[config.mk]
export PLATFORM = sky130hd
export DESIGN_NAME = scenario_state_logger_flat
export DESIGN_NICKNAME = d
export VERILOG_FILES = /design/src/rtl/scenario_state_logger_if.sv /design/src/rtl/scenario_state_logger.sv /design/src/flat_wrapper.sv
export SDC_FILE = /design/constraint.sdc
export NUM_CORES = 2
export LEC_CHECK = 0
export CORE_MARGIN = 4
export CORE_UTILIZATION = 64
export DETAILED_ROUTE_END_ITERATION = 8
export HOLD_SLACK_MARGIN = 0.03
export PLACE_DENSITY = 0.92
export RECOVER_POWER = 25
export SETUP_SLACK_MARGIN = 0.4
export SYNTH_ARGS = -nofsm -noshare
export SYNTH_HDL_FRONTEND = slang
export SYNTH_SLANG_ARGS = --single-unit
[constraint.sdc]
create_clock -name clock -period 10.3 [get_ports clock]
set_clock_uncertainty 0.1 [all_clocks]
set_input_delay 2.06 -clock clock [delete_from_list [all_inputs] [get_ports clock]]
set_output_delay 2.06 -clock clock [all_outputs]
set_load 0.01 [all_outputs]
[src/rtl/scenario_state_logger_if.sv]
// Record stream between the scenario-state logger and its readout consumer.
// Carries the FIFO head record and the valid/ready handshake.
interface scenario_state_logger_if #(
    parameter int DATA_W = 40
) ();
    logic              rec_valid;
    logic [DATA_W-1:0] rec_data;
    logic              rec_ready;

    modport master (output rec_valid, output rec_data, input rec_ready);
    modport slave  (input rec_valid, input rec_data, output rec_ready);
endinterface

[src/rtl/scenario_state_logger.sv]
// Timestamps every change of the monitored scenario_state word and queues
// {timestamp, state} records in a first-word-fall-through FIFO for readout.
module scenario_state_logger #(
    parameter int STATE_W = 8,
    parameter int TS_W    = 32,
    parameter int DEPTH   = 16
) (
    input  logic                     clock,
    input  logic                     reset,
    input  logic                     enable,
    input  logic [STATE_W-1:0]       scenario_state,
    scenario_state_logger_if.master  rec,
    output logic [$clog2(DEPTH):0]   level,
    output logic [15:0]              drop_count
);
    localparam int PTR_W = $clog2(DEPTH);
    localparam int LVL_W = PTR_W + 1;
    localparam int REC_W = TS_W + STATE_W;

    logic [TS_W-1:0]    ts_q, ts_d;
    logic [STATE_W-1:0] prev_state_q, prev_state_d;
    logic [PTR_W-1:0]   wr_ptr_q, wr_ptr_d;
    logic [PTR_W-1:0]   rd_ptr_q, rd_ptr_d;
    logic [LVL_W-1:0]   level_q, level_d;
    logic [15:0]        drop_count_q, drop_count_d;
    logic [REC_W-1:0]   mem_q [DEPTH];
    logic [REC_W-1:0]   mem_d [DEPTH];

    logic push, pop, accept, full, head_valid;

    // Valid depends only on registered level, so rec_ready never reaches rec_valid combinationally.
    assign head_valid = (level_q != '0);
    assign full       = (level_q == LVL_W'(DEPTH));
    assign push       = enable && (scenario_state != prev_state_q);
    assign pop        = head_valid && rec.rec_ready;
    // When full, a same-cycle pop frees the slot the write lands in.
    assign accept     = push && (!full || pop);

    assign rec.rec_valid = head_valid;
    assign rec.rec_data  = head_valid ? mem_q[rd_ptr_q] : '0;
    assign level         = level_q;
    assign drop_count    = drop_count_q;

    always_comb begin
        ts_d         = ts_q;
        prev_state_d = scenario_state;
        wr_ptr_d     = wr_ptr_q;
        rd_ptr_d     = rd_ptr_q;
        level_d      = level_q;
        drop_count_d = drop_count_q;
        mem_d        = mem_q;

        if (enable) begin
            ts_d = ts_q + TS_W'(1);
        end

        if (accept) begin
            mem_d[wr_ptr_q] = {ts_q, scenario_state};
            wr_ptr_d        = wr_ptr_q + PTR_W'(1);
        end else if (push && drop_count_q != 16'hFFFF) begin
            drop_count_d = drop_count_q + 16'd1;
        end

        if (pop) begin
            rd_ptr_d = rd_ptr_q + PTR_W'(1);
        end

        if (accept && !pop) begin
            level_d = level_q + LVL_W'(1);
        end else if (pop && !accept) begin
            level_d = level_q - LVL_W'(1);
        end
    end

    always_ff @(posedge clock) begin
        if (reset) begin
            ts_q         <= '0;
            prev_state_q <= '0;
            wr_ptr_q     <= '0;
            rd_ptr_q     <= '0;
            level_q      <= '0;
            drop_count_q <= '0;
            for (int i = 0; i < DEPTH; i++) begin
                mem_q[i] <= '0;
            end
        end else begin
            ts_q         <= ts_d;
            prev_state_q <= prev_state_d;
            wr_ptr_q     <= wr_ptr_d;
            rd_ptr_q     <= rd_ptr_d;
            level_q      <= level_d;
            drop_count_q <= drop_count_d;
            mem_q        <= mem_d;
        end
    end
endmodule
[src/flat_wrapper.sv]
// flat-port wrapper written by rule: the top's interface ports become plain ports
module scenario_state_logger_flat 
#(
    parameter int STATE_W = 8,
    parameter int TS_W    = 32,
    parameter int DEPTH   = 16
)
  (clock, reset, enable, scenario_state, level, drop_count, rec_rec_valid, rec_rec_data, rec_rec_ready);
  scenario_state_logger_if rec_i ();
  input  logic clock;
  input  logic reset;
  input  logic enable;
  input  logic [STATE_W-1:0] scenario_state;
  output logic [$clog2(DEPTH):0] level;
  output logic [15:0] drop_count;
  output wire logic [$bits(rec_i.rec_valid)-1:0] rec_rec_valid;
  output wire logic [$bits(rec_i.rec_data)-1:0] rec_rec_data;
  input wire logic [$bits(rec_i.rec_ready)-1:0] rec_rec_ready;
  assign rec_rec_valid = rec_i.rec_valid;
  assign rec_rec_data = rec_i.rec_data;
  assign rec_i.rec_ready = rec_rec_ready;
  scenario_state_logger #(.STATE_W(STATE_W), .TS_W(TS_W), .DEPTH(DEPTH)) u_core (.clock(clock), .reset(reset), .enable(enable), .scenario_state(scenario_state), .rec(rec_i), .level(level), .drop_count(drop_count));
endmodule
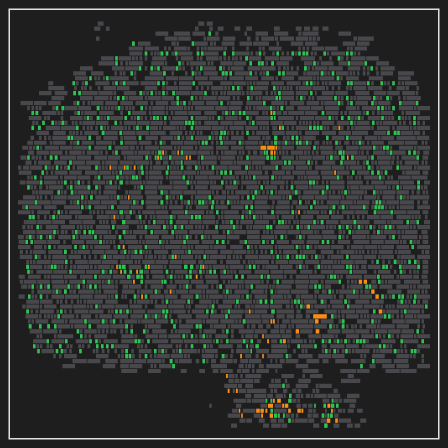
Fig. 1. Gate families picked out.
Key: nor cells = orange [cells 72]; nand cells = green [cells 699]

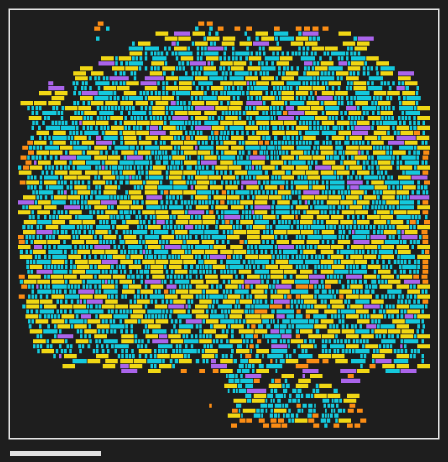
Fig. 2. Placement by cell class.
Scale bar: 50 um.
Key: remaining buffers and delay cells = orange [cells 112, share of their area 3.2%]; registers = yellow [cells 709, share of their area 42%]; clock drivers and dummy loads = purple [cells 127, share of their area 7.0%]; remaining logic cells = cyan [cells 2456, share of their area 48%]
final design area excluding fillers: 34900 sq um
share of cell area taken by flip-flops and latches: 40.7%
final core occ: 69.2%

==> qor_table.md <==
| Result | Reported | Unit |
|:---|:---|:---|
| Prevailing logic family in the synthesized netlist | AND-OR/OR-AND gates | - |
| Reg2Reg Launch Point | u_core.prev_state_q[4]$_SDFF_PP0_ | - |
| Result of the run | finished with violations | - |
| Max-cap check violation count | 6 | - |
| Violations in the final reports | max-capacitance violations, max-slew violations | - |
| Final weighted congestion of routability-driven global placement | 0.760 | - |
| RSZ-0062 raised after global routing | false | - |
| Worst path required time | 10.65 | ns |
| Logic power comb | 1120 | uW |
| Initial antenna violation count | 1 | - |
| Width of the die | 235 | um |
| Register-to-register path setup slack | 4.74 | ns |
| Worst Hold Slack | 0.373 | ns |
| Via count normalized by instance count | 7.36 | - |
| Count of boundary I/O pins | 74 | - |
| Final period utilization | 74.7 | % |
| Fraction of power spent switching nets | 30.0 | % |
| Slew Limit Fails | 568 | - |
| Number of global-route vias before repair | 29700 | - |
| Startpoint of the tightest hold check path | u_core.mem_q[617]$_SDFFE_PP0P_ | - |
| Worst Hold Path Cells | 2 | - |
| Deepest level of the CTS H-tree | 3 | - |
| Area figure in the yosys stat output | 32900 | sq um |
| Top cell excl fill/tap | dfxtp_1 | - |
| Biggest consumer | registers | - |
| Number of cells in the yosys synthesis report | 3661 | - |
| Critical Path Source | scenario_state[6] | - |
| Num rows | 82 | - |
per-stage QoR:
step / setup slack [ns] / util (%) / total power, uW
6_report: 2.60 / 69.2 / 6650
5_1_grt: 2.30 / 69.2 / 6820
4_1_cts: 3.97 / 69.3 / 6630
3_5_place_dp: 3.94 / 64.6 / 4010
3_3_place_gp: 4.08 / 64.6 / 4000
2_1_floorplan: 5.21 / - / 3700
metal layers:
metal | up-vias | GRT usage, % | wire [um]
met4 | 2 | 18.7 | 4750
met2 | 2423 | 52.4 | 45100
met1 | 14300 | 40.9 | 33700
met3 | 511 | 6.86 | 11700
met5 | - | 0 | 7
li1 | 12800 | - | -
flip-flops by register name (all words and copies together) (netlist names):
signal and cells:
u_core.drop_count 16, u_core.level 5, u_core.mem_q 640, u_core.prev_state_q 8, u_core.rd_ptr_q 4, u_core.ts_q 32, u_core.wr_ptr_q 4
cell families (layout without fill, tap and decap cells):
group,count (synthesis),in the layout
other,0,1
multiplexers,209,209
AND-OR/OR-AND,1334,1334
XOR/XNOR,42,42
adder cells (fa/ha/maj),12,12
buffers and inverters,512,255
AND/OR/NAND/NOR,843,843
flip-flops,709,709
cell type report:
| cell class | count | area, sq um |
|---|---|---|
| Fill cell | 3581 | 15500 |
| Timing Repair Buffer | 112 | 1080 |
| Sequential cell | 709 | 14200 |
| Tap cell | 672 | 841 |
| Clock buffer | 99 | 2010 |
| Clock inverter | 28 | 389 |
| Antenna cell | 1 | 2.50 |
| Multi-Input combinational cell | 2440 | 16300 |
| Inverter | 16 | 77.6 |
critical path: stages:
cell and delay, ns:
dlygate4sd3_1 1.05, xor2_1 0.14, nor4_1 2.03, a2111o_1 1.79, buf_12 0.51, o21ai_1 0.14, a21oi_1 0.22
Power figures rest on the tool's default switching activity, not on a simulated workload.
